$ cat src/rtl/ex_branch.sv
// Branch execution unit: takes one ready entry from the branch station,
// resolves it, and raises a held redirect to fetch for taken branches.
module ex_branch #(
  parameter int ADDR_W = 32,
  parameter int WORD_W = 32,
  parameter int OP_W   = 6,
  parameter int TAG_W  = 4,
  parameter logic [TAG_W-1:0] UNLOCKED = '0
) (
  input  logic              clk,
  input  logic              rst,
  input  logic              rdy,
  input  logic              rs_busy,
  input  logic [ADDR_W-1:0] rs_pc,
  input  logic [WORD_W-1:0] rs_offset,
  input  logic [OP_W-1:0]   rs_op,
  input  logic [TAG_W-1:0]  rs_tagx,
  input  logic [TAG_W-1:0]  rs_tagy,
  input  logic [WORD_W-1:0] rs_datax,
  input  logic [WORD_W-1:0] rs_datay,
  output logic              busy_branch,
  output logic              redirect_valid,
  output logic [ADDR_W-1:0] redirect_pc,
  input  logic              redirect_ack,
  output logic              done,
  output logic              taken
);

  typedef enum logic [1:0] {
    IDLE,
    EXEC,
    REDIR
  } state_t;

  state_t              state_q, state_d;
  logic                busy_q, busy_d;
  logic                rv_q, rv_d;
  logic [ADDR_W-1:0]   rpc_q, rpc_d;
  logic                done_q, done_d;
  logic                taken_q, taken_d;
  logic [ADDR_W-1:0]   pc_q, pc_d;
  logic [WORD_W-1:0]   off_q, off_d;
  logic [2:0]          f3_q, f3_d;
  logic [WORD_W-1:0]   x_q, x_d;
  logic [WORD_W-1:0]   y_q, y_d;

  logic                ready;
  logic                cond;
  logic [ADDR_W-1:0]   target;

  assign ready = rs_busy
    && (rs_tagx == UNLOCKED)
    && (rs_tagy == UNLOCKED);

  assign target = pc_q + ADDR_W'(off_q);

  always_comb begin
    cond = 1'b0;
    case (f3_q)
      3'b000: cond = (x_q == y_q);
      3'b001: cond = (x_q != y_q);
      3'b100: cond = ($signed(x_q) < $signed(y_q));
      3'b101: cond = ($signed(x_q) >= $signed(y_q));
      3'b110: cond = (x_q < y_q);
      3'b111: cond = (x_q >= y_q);
      default: cond = 1'b0;
    endcase
  end

  always_comb begin
    state_d = state_q;
    busy_d  = rs_busy;
    rv_d    = rv_q;
    rpc_d   = rpc_q;
    done_d  = 1'b0;
    taken_d = taken_q;
    pc_d    = pc_q;
    off_d   = off_q;
    f3_d    = f3_q;
    x_d     = x_q;
    y_d     = y_q;
    unique case (state_q)
      IDLE: begin
        if (ready) begin
          busy_d  = 1'b0;
          pc_d    = rs_pc;
          off_d   = rs_offset;
          f3_d    = rs_op[2:0];
          x_d     = rs_datax;
          y_d     = rs_datay;
          state_d = EXEC;
        end
      end
      EXEC: begin
        done_d  = 1'b1;
        taken_d = cond;
        if (cond) begin
          rv_d    = 1'b1;
          rpc_d   = target;
          state_d = REDIR;
        end else begin
          state_d = IDLE;
        end
      end
      REDIR: begin
        if (redirect_ack) begin
          rv_d    = 1'b0;
          state_d = IDLE;
        end
      end
      default: state_d = IDLE;
    endcase
  end

  // rdy low freezes everything, including a pending done pulse
  always_ff @(posedge clk) begin
    if (rst) begin
      state_q <= IDLE;
      busy_q  <= 1'b0;
      rv_q    <= 1'b0;
      rpc_q   <= '0;
      done_q  <= 1'b0;
      taken_q <= 1'b0;
      pc_q    <= '0;
      off_q   <= '0;
      f3_q    <= '0;
      x_q     <= '0;
      y_q     <= '0;
    end else if (rdy) begin
      state_q <= state_d;
      busy_q  <= busy_d;
      rv_q    <= rv_d;
      rpc_q   <= rpc_d;
      done_q  <= done_d;
      taken_q <= taken_d;
      pc_q    <= pc_d;
      off_q   <= off_d;
      f3_q    <= f3_d;
      x_q     <= x_d;
      y_q     <= y_d;
    end
  end

  assign busy_branch    = busy_q;
  assign redirect_valid = rv_q;
  assign redirect_pc    = rpc_q;
  assign done           = done_q;
  assign taken          = taken_q;

endmodule

$ cat config.mk
export PLATFORM = sky130hd
export DESIGN_NAME = ex_branch
export DESIGN_NICKNAME = d
export VERILOG_FILES = /design/src/rtl/ex_branch.sv
export SDC_FILE = /design/constraint.sdc
export NUM_CORES = 1
export LEC_CHECK = 0
export ABC_AREA = 1
export CAP_MARGIN = 30
export CORE_MARGIN = 2
export CORE_UTILIZATION = 56
export DETAILED_ROUTE_END_ITERATION = 8
export GPL_TIMING_DRIVEN = 0
export PLACE_DENSITY_LB_ADDON = 0.12
export SETUP_SLACK_MARGIN = 0.5
export SLEW_MARGIN = 30
export SYNTH_ARGS = -nofsm -noshare
export SYNTH_HDL_FRONTEND = slang
export SYNTH_SLANG_ARGS = --single-unit
export TNS_END_PERCENT = 1
$ cat constraint.sdc
create_clock -name clk -period 4.5 [get_ports clk]
set_input_delay 0.9 -clock clk [delete_from_list [all_inputs] [get_ports clk]]
set_output_delay 0.9 -clock clk [all_outputs]
set_load 0.02 [all_outputs]
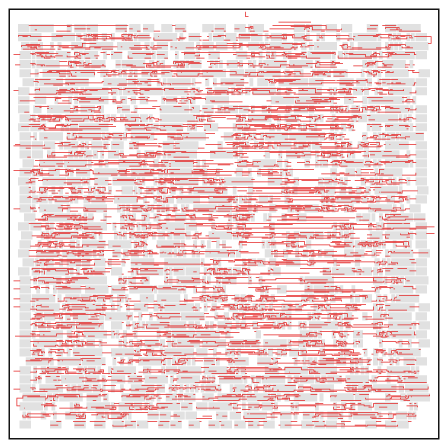
**Above:** run 1 (M1 wires).
Cells faint in the background.
share of all routed wire: 42%
wire length on this layer: 10800 microns
longest straight run: 61.6 microns
Post-Route WL: 25500 microns
met1 routing resource usage after global routing: 0.370
overall via count from detail_route: 8899

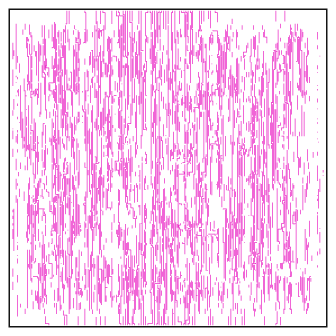
**Above:** run 1 (the metal 2 layer).
nets with wire on the layer: 1371
main direction: vertical
share of all routed wire: 48%
longest straight run: 53.9 microns
wire length on this layer: 12200 microns
met2 Usage GRT: 0.537

==> Implementation_results.wiki, run 1 <==
== Flow metrics ==
{| class="wikitable"
! Metric !! Value
|-
| X dimension of the die || around 130 microns
|-
| Summed instance area of the synthesized netlist || 0.00879 sq mm
|-
| Unrepaired setup endpoints after global routing || false
|-
| Floorplan core area || 0.0153 sq mm
|-
| Capture point of the worst reg-to-reg path || redirect_pc[20]$_SDFFE_PP0P_
|-
| Drt pass-1 iters || 6
|-
| Combinational family with the most area after synthesis || simple AND/OR/NAND/NOR gates
|-
| Share of Yosys cell area claimed by the top area cell type || 0.385
|-
| Final setup slack of the worst path || roughly 1400 ps
|-
| Worst-path maximum fanout || 10
|-
| Hold-fix buffers at CTS || 0
|-
| Crit-path cells || clkdlybuf4s50_1 > inv_1 > nor4_1 > nand4_1 > nor2_1 > inv_2 > clkbuf_1 > clkbuf_1 > nor2_1 > nor2_1
|-
| Start of the worst register-to-register path || off_q[0]$_SDFFE_PP0P_
|-
| Leading register cell type out of synthesis || dfxtp_1
|-
| Cell repeated most along the worst path || nor2_1
|-
| Tool Warnings || 29
|-
| Maximum cell stage delay along the critical path || roughly 450 ps
|-
| Adders+Majority by Area || 0.0920
|-
| Post-Route Skew || around 12 ps
|-
| Weighted congestion at the end of routability-driven global placement || 0.959
|-
| CTS H-tree depth || 4
|-
| Antenna violation net count after detailed routing || 0
|-
| Combined global-route utilization of all metal layers || 0.313
|-
| Fin Setup TNS || 0 ps
|-
| Area contributors post-synth || dfxtp_1 39%, nor2_1 15%, ha_1 9.0%, nand2_1 6.8%, o21ai_0 6.7%
|-
| Overall power consumption || 3.43 mW
|-
| Overall overflow remaining after global route || 0
|-
| WHS Path Cells || 2
|-
| Net count of the finished layout || 1658
|-
| Number of remaining DRC errors || 0
|-
| Number of cell rows || 45
|-
| Area of the die || 0.0167 sq mm
|-
| Comb. cell area || 0.00475 sq mm
|-
| Maximum clock frequency || 0.320 GHz
|-
| First-pass GRT wire length || a little over 40000 microns
|-
| Worst setup slack for register-to-register paths || ~1700 ps
|-
| Synth Instances || roughly 1300
|-
| Share of synthesized area occupied by flip-flops and latches || 0.385
|-
| Static Leakage || approximately 5.0 nW
|-
| Worst slew margin relative to its limit || 0.446
|-
| Deepest clock path buffer count || 2
|-
| Yosys warning count || 0
|-
| Worst VDD drop || between 0.0002 and 0.0003 V
|-
| Startpoint kind of the worst setup timing path || primary input
|-
| Final min period || 3120 ps
|-
| Total length of routed met3 wires || 1450 microns
|-
| CTS resizes || 0
|-
| Worst setup slack before clock tree synthesis || 983 ps
|-
| CTS tree || yes
|-
| Yosys simple share || 0.272
|-
| Post-CTS Setup Bufs || 0
|-
| Slowest library cell on the worst path || clkdlybuf4s50_1
|-
| Mapped Avg Cell Area || approximately 7.0 sq um
|-
| Worst reg-to-reg path cell count || 14
|-
| Complex-gate fraction of the synthesized area || 0.152
|-
| Count of port buffers added during placement || 178
|-
| Number of enable flip-flop cells || 0
|-
| Metal-1 WL || ~11000 microns
|-
| Count of cell types in the netlist || 43
|-
| Power Density || between 200 and 300 mW/mm^2
|-
| Post-synth ARST share || 0
|-
| Met2 WL post-DR || about 12000 microns
|-
| Worst setup endpoint || pc_q[18]$_SDFFE_PP0P_
|-
| Die span in y || 129 microns
|-
| Cell total in the yosys stat output || 1250
|-
| Post-Synthesis Net Count || approximately 1500
|-
| Sinks on the clock net || roughly 170
|-
| Via count of the first global-routing pass || slightly below 9000
|-
| Period utilisation layout || 0.694
|-
| Initial core utilization || 0.576
|-
| Least-Margin Pin Slew || between 800 and 900 ps
|-
| Type of destination of the critical path || register
|-
| CP startpoint || rs_busy
|-
| Top-count cell post-synth || nor2_1
|-
| Maximum number of pins on one net before global-route repair || 17
|-
| Clock transition at path regs || ~70 ps
|-
| MUX area fraction || 0
|-
| Clock root buffer || clkbuf_16
|-
| Count of endpoints failing setup in the final report || 0
|-
| Synth Area in XOR/XNOR || 0.0249
|-
| Initial antenna violation count || 1
|-
| Detail-routed net length per standard cell || about 15 microns
|-
| Hold Fails Final Rpt || 0
|-
| Delay-heaviest family, CP || buffers and inverters
|-
| Critical Setup Path Class || in -> reg
|-
| Result of the run || complete, no violations
|-
| Kind of path behind the tightest hold check || reg -> reg
|-
| Worst path required time || a little under 5000 ps
|-
| Count of state elements after synthesis || ~170
|}
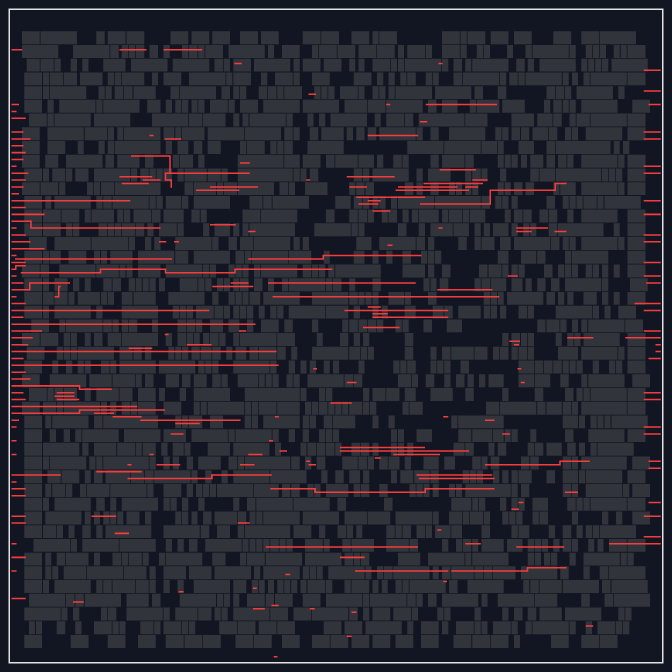
**Above:** run 1 (metal 3).
Cells faint in the background.
wire length on this layer: 1450 microns
nets with wire on the layer: 169
longest straight run: 52.7 microns
main direction: horizontal
share of all routed wire: 5.7%
Global Route met3 Usage: 0.0710

-- run 1: power by group --
| part | leakage (nW) | internal (mW) | total, mW | switching (mW) |
|---|---|---|---|---|
| clock | 0.317 | 0.976 | 1.64 | 0.662 |
| combinational | 3.32 | 0.161 | 0.274 | 0.113 |
| sequential | 1.36 | 1.51 | 1.52 | 0.00889 |
| total | 5.00 | 2.65 | 3.43 | 0.783 |
-- run 1: routing by layer --
layer,vias to the layer above,global-route usage
met2,287,0.537
met3,73,0.0710
met5,-,0
met4,0,0.152
met1,4069,0.370
li1,4470,-
-- run 1: cells in the final DEF (no fill, tap or decap), drive strengths merged, types with 14 or more instances in the layout --
cell type        n
clkbuf          62
nand3           51
xor2            14
o21ai          121
a21oi           45
a211oi          38
nand2          162
ha              63
dfxtp          169
clkdlybuf4s50  178
inv            116
nor2           352
-- run 1: flip-flops by register name, summed over array words and instances (netlist names) --
register and cells:
done 1, redirect_valid 1, x_q 32, taken 1, off_q 32, state_q 2
redirect_pc 32, pc_q 32, y_q 32, busy_branch 1, f3_q 3
-- run 1: metrics by stage --
| step | instance area [sq um] | hold WS, ps | utilization |
|---|---|---|---|
| after floorplan | 8790 | 443 | - |
| after global placement | 10800 | 450 | 0.710 |
| after detailed placement | 10800 | 459 | 0.710 |
| after CTS | 11500 | 475 | 0.753 |
| after global routing | 11500 | 490 | 0.753 |
| final | 11500 | 476 | 0.753 |
-- run 1: final cells by class --
| cell class | instances | area share |
|---|---|---|
| repair buffers | 178 | 0.155 |
| multi-input cells | 915 | 0.413 |
| clock buffers | 19 | 0.0394 |
| clock inverters | 13 | 0.0178 |
| inverters | 110 | 0.0359 |
| plain buffers | 56 | 0.0211 |
| well taps | 211 | 0.0230 |
| flip-flops and latches | 169 | 0.294 |
**Run 1: routing congestion map**

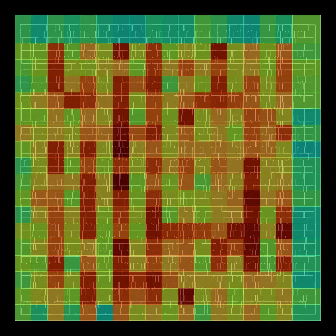

--- run 2 (diff from run 1) ---
--- a/config.mk
+++ b/config.mk
@@ -8,7 +8,7 @@
 export ABC_AREA = 1
 export CAP_MARGIN = 30
 export CORE_MARGIN = 2
-export CORE_UTILIZATION = 56
+export CORE_UTILIZATION = 52
 export DETAILED_ROUTE_END_ITERATION = 8
 export GPL_TIMING_DRIVEN = 0
 export PLACE_DENSITY_LB_ADDON = 0.12
==> constraint.sdc (replaced) <==
create_clock -name clk -period 3.2 [get_ports clk]
set_input_delay 0.64 -clock clk [delete_from_list [all_inputs] [get_ports clk]]
set_output_delay 0.64 -clock clk [all_outputs]
set_load 0.02 [all_outputs]
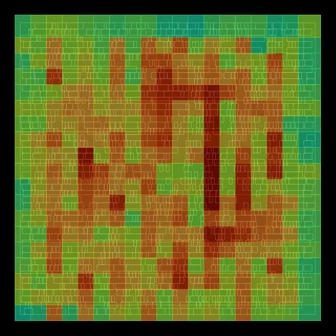
**Above:** run 2 (routing congestion map).
met2 Usage GRT: 0.498
detail-routed net length per standard cell: 14.8 microns
Finished Core Util: 0.692
met1 routing resource usage after global routing: 0.345
Global Route met3 Usage: 0.0646

==> run 2 against run 1 <==
Via count fell by 1.4%. Clock power rose by 22%. Clock skew rose by 0.95 ps. Wire length fell by 2.5%. Synthesized cell count did not move. Hold slack got worse by 6.4 ps. Utilization fell by 6.1 points. Non-clock buffer count rose by 1. Worst setup slack got worse by 840 ps. Global-route usage fell by 2.8 points. Critical path type unchanged. Critical endpoint is now pc_q[13]$_SDFFE_PP0P_. Largest power group is now sequential cells.
==> Implementation_results.wiki, run 2 <==
== Flow metrics ==
{| class="wikitable"
! Metric !! Value
|-
| Hold-fix buffers at CTS || 0 (unchanged)
|-
| Share of synthesized area occupied by flip-flops and latches || 0.385 (unchanged)
|-
| Share of Yosys cell area claimed by the top area cell type || 0.385 (unchanged)
|-
| Cell total in the yosys stat output || 1250 (unchanged)
|-
| Unrepaired setup endpoints after global routing || true (was false)
|-
| Drt pass-1 iters || 7 (was 6)
|-
| Least-Margin Pin Slew || 856 ps (was 831 ps)
|-
| Non-clock inverter instance count of the final layout || 110 (unchanged)
|-
| Proportion of power drawn by the clock network || 0.442 (was 0.477)
|-
| Worst path required time || 3520 ps (was 4830 ps)
|-
| Antenna violation net count after detailed routing || 0 (unchanged)
|-
| Multi-input gates || 915 (unchanged)
|-
| Result of the run || complete, no violations (unchanged)
|-
| Hold Fails Final Rpt || 0 (unchanged)
|-
| Area of the die || 0.0180 sq mm (was 0.0167 sq mm)
|-
| Sinks on the clock net || 169 (unchanged)
|-
| Switch Pwr || 1.08 mW (was 0.783 mW)
|-
| WHS Path Cells || 2 (unchanged)
|-
| Mapped Avg Cell Area || 7.03 sq um (unchanged)
|-
| Tool Warnings || 31 (was 29)
|-
| Post-synth ARST share || 0 (unchanged)
|-
| Die span in y || 134 microns (was 129 microns)
|-
| Comb. cell area || 0.00477 sq mm (was 0.00475 sq mm)
|-
| Top logic cells by instance count in the layout || 348 x nor2_1, 178 x clkdlybuf4s50_1, 169 x dfxtp_1, 159 x nand2_1, 116 x o21ai_0 (was 349 x nor2_1, 178 x clkdlybuf4s50_1, 169 x dfxtp_1, 159 x nand2_1, 117 x o21ai_0)
|-
| Bufs w/o clock || 235 (was 234)
|-
| Weighted congestion at the end of routability-driven global placement || 0.918 (was 0.959)
|-
| Worst setup slack for register-to-register paths || 640 ps (was 1690 ps)
|-
| Net count of the finished layout || 1659 (was 1658)
|-
| Area-dominant class || combinational gates (unchanged)
|-
| Clock transition at path regs || 70 ps (about the same)
|-
| Post-Route Skew || 12.5 ps (was 11.5 ps)
|-
| Static Leakage || 4.97 nW (was 5.00 nW)
|-
| Combined global-route utilization of all metal layers || 0.285 (was 0.313)
|-
| Worst slew margin relative to its limit || 0.430 (was 0.446)
|-
| Switching part of the total power || 0.240 (was 0.228)
|-
| Yosys warning count || 0 (unchanged)
|-
| Tap cells || 220 (was 211)
|-
| Number of cell rows || 47 (was 45)
|-
| CTS H-tree depth || 4 (unchanged)
|-
| Count of port buffers added during placement || 178 (unchanged)
|-
| Clock root buffer || clkbuf_16 (unchanged)
|-
| Critical Setup Path Class || in -> reg (unchanged)
|-
| GR peak layer || met2 (unchanged)
|-
| Layout clock buffer count || 17 (was 19)
|-
| Internal power || 3.44 mW (was 2.65 mW)
|-
| Post-Synthesis Net Count || 1461 (unchanged)
|-
| Start of the worst register-to-register path || y_q[23]$_SDFFE_PP0P_ (was off_q[0]$_SDFFE_PP0P_)
|-
| CTS tree || yes (unchanged)
|}
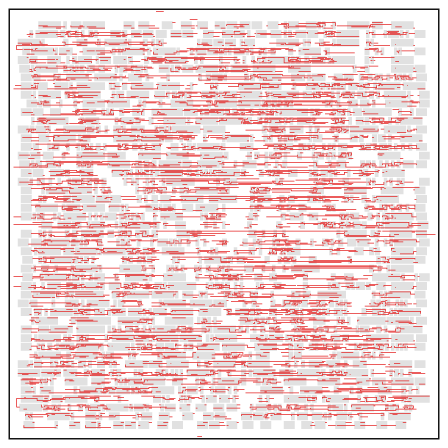
**Above:** run 2 (M1 wires).
Cells faint in the background.
main direction: horizontal
longest straight run: 59.8 microns
overall via count from detail_route: 8772
Post-Route WL: 24800 microns

run 2: per-stage QoR:
| step | hold slack (ps) | setup TNS, ps | cell area, sq um |
|---|---|---|---|
| floorplan | 443 | 0 | 8790 |
| global placement | 452 | -40.7 | 10800 |
| detailed placement | 458 | -21.8 | 10800 |
| CTS | 471 | 0 | 11400 |
| global route | 483 | 0 | 11400 |
| finish | 470 | 0 | 11400 |
run 2: what timing repair did:
| action | in CTS | in global routing |
|---|---|---|
| setup buffers | 0 | 1 |
| hold endpoints to repair | 0 | 0 |
| gates resized | 1 | 11 |
| setup endpoints to repair | 26 | 95 |
| pin swaps | 0 | 1 |
| gates cloned | 0 | 0 |
run 2: logic make-up (layout without fill, tap and decap cells):
family	count (synthesis)	in the layout	synth area share
AND-OR/OR-AND	232	232	0.152
XOR/XNOR	25	25	0.0249
flip-flops	169	169	0.385
buffers and inverters	166	375	0.0746
adder cells (fa/ha/maj)	64	64	0.0920
AND/OR/NAND/NOR	594	594	0.272
run 2: metal layers:
layer / vias up / routed length (microns) / part of all wire
li1: 4468 / - / -
met1: 3994 / 10800 / 0.43
met2: 262 / 12100 / 0.49
met3: 46 / 1470 / 0.059
met4: 2 / 501 / 0.020
met5: - / 13 / 0.00052
run 2: power groups by stage:
stage | Combinational [mW] | Clock, mW | Sequential, mW
floorplan | 0.105 | 0 | 2.21
global placement | 0.378 | 0 | 2.18
detailed placement | 0.381 | 0 | 2.19
CTS | 0.383 | 2.01 | 2.14
global route | 0.414 | 2.11 | 2.14
finish | 0.383 | 2.00 | 2.14
run 2: worst max-delay path, delay by kind of cell:
kind | cells | cell delay, ps
simple gates | 5 | 1030
buf+inv | 5 | 1290
Power is estimated from default activity; no workload was simulated.
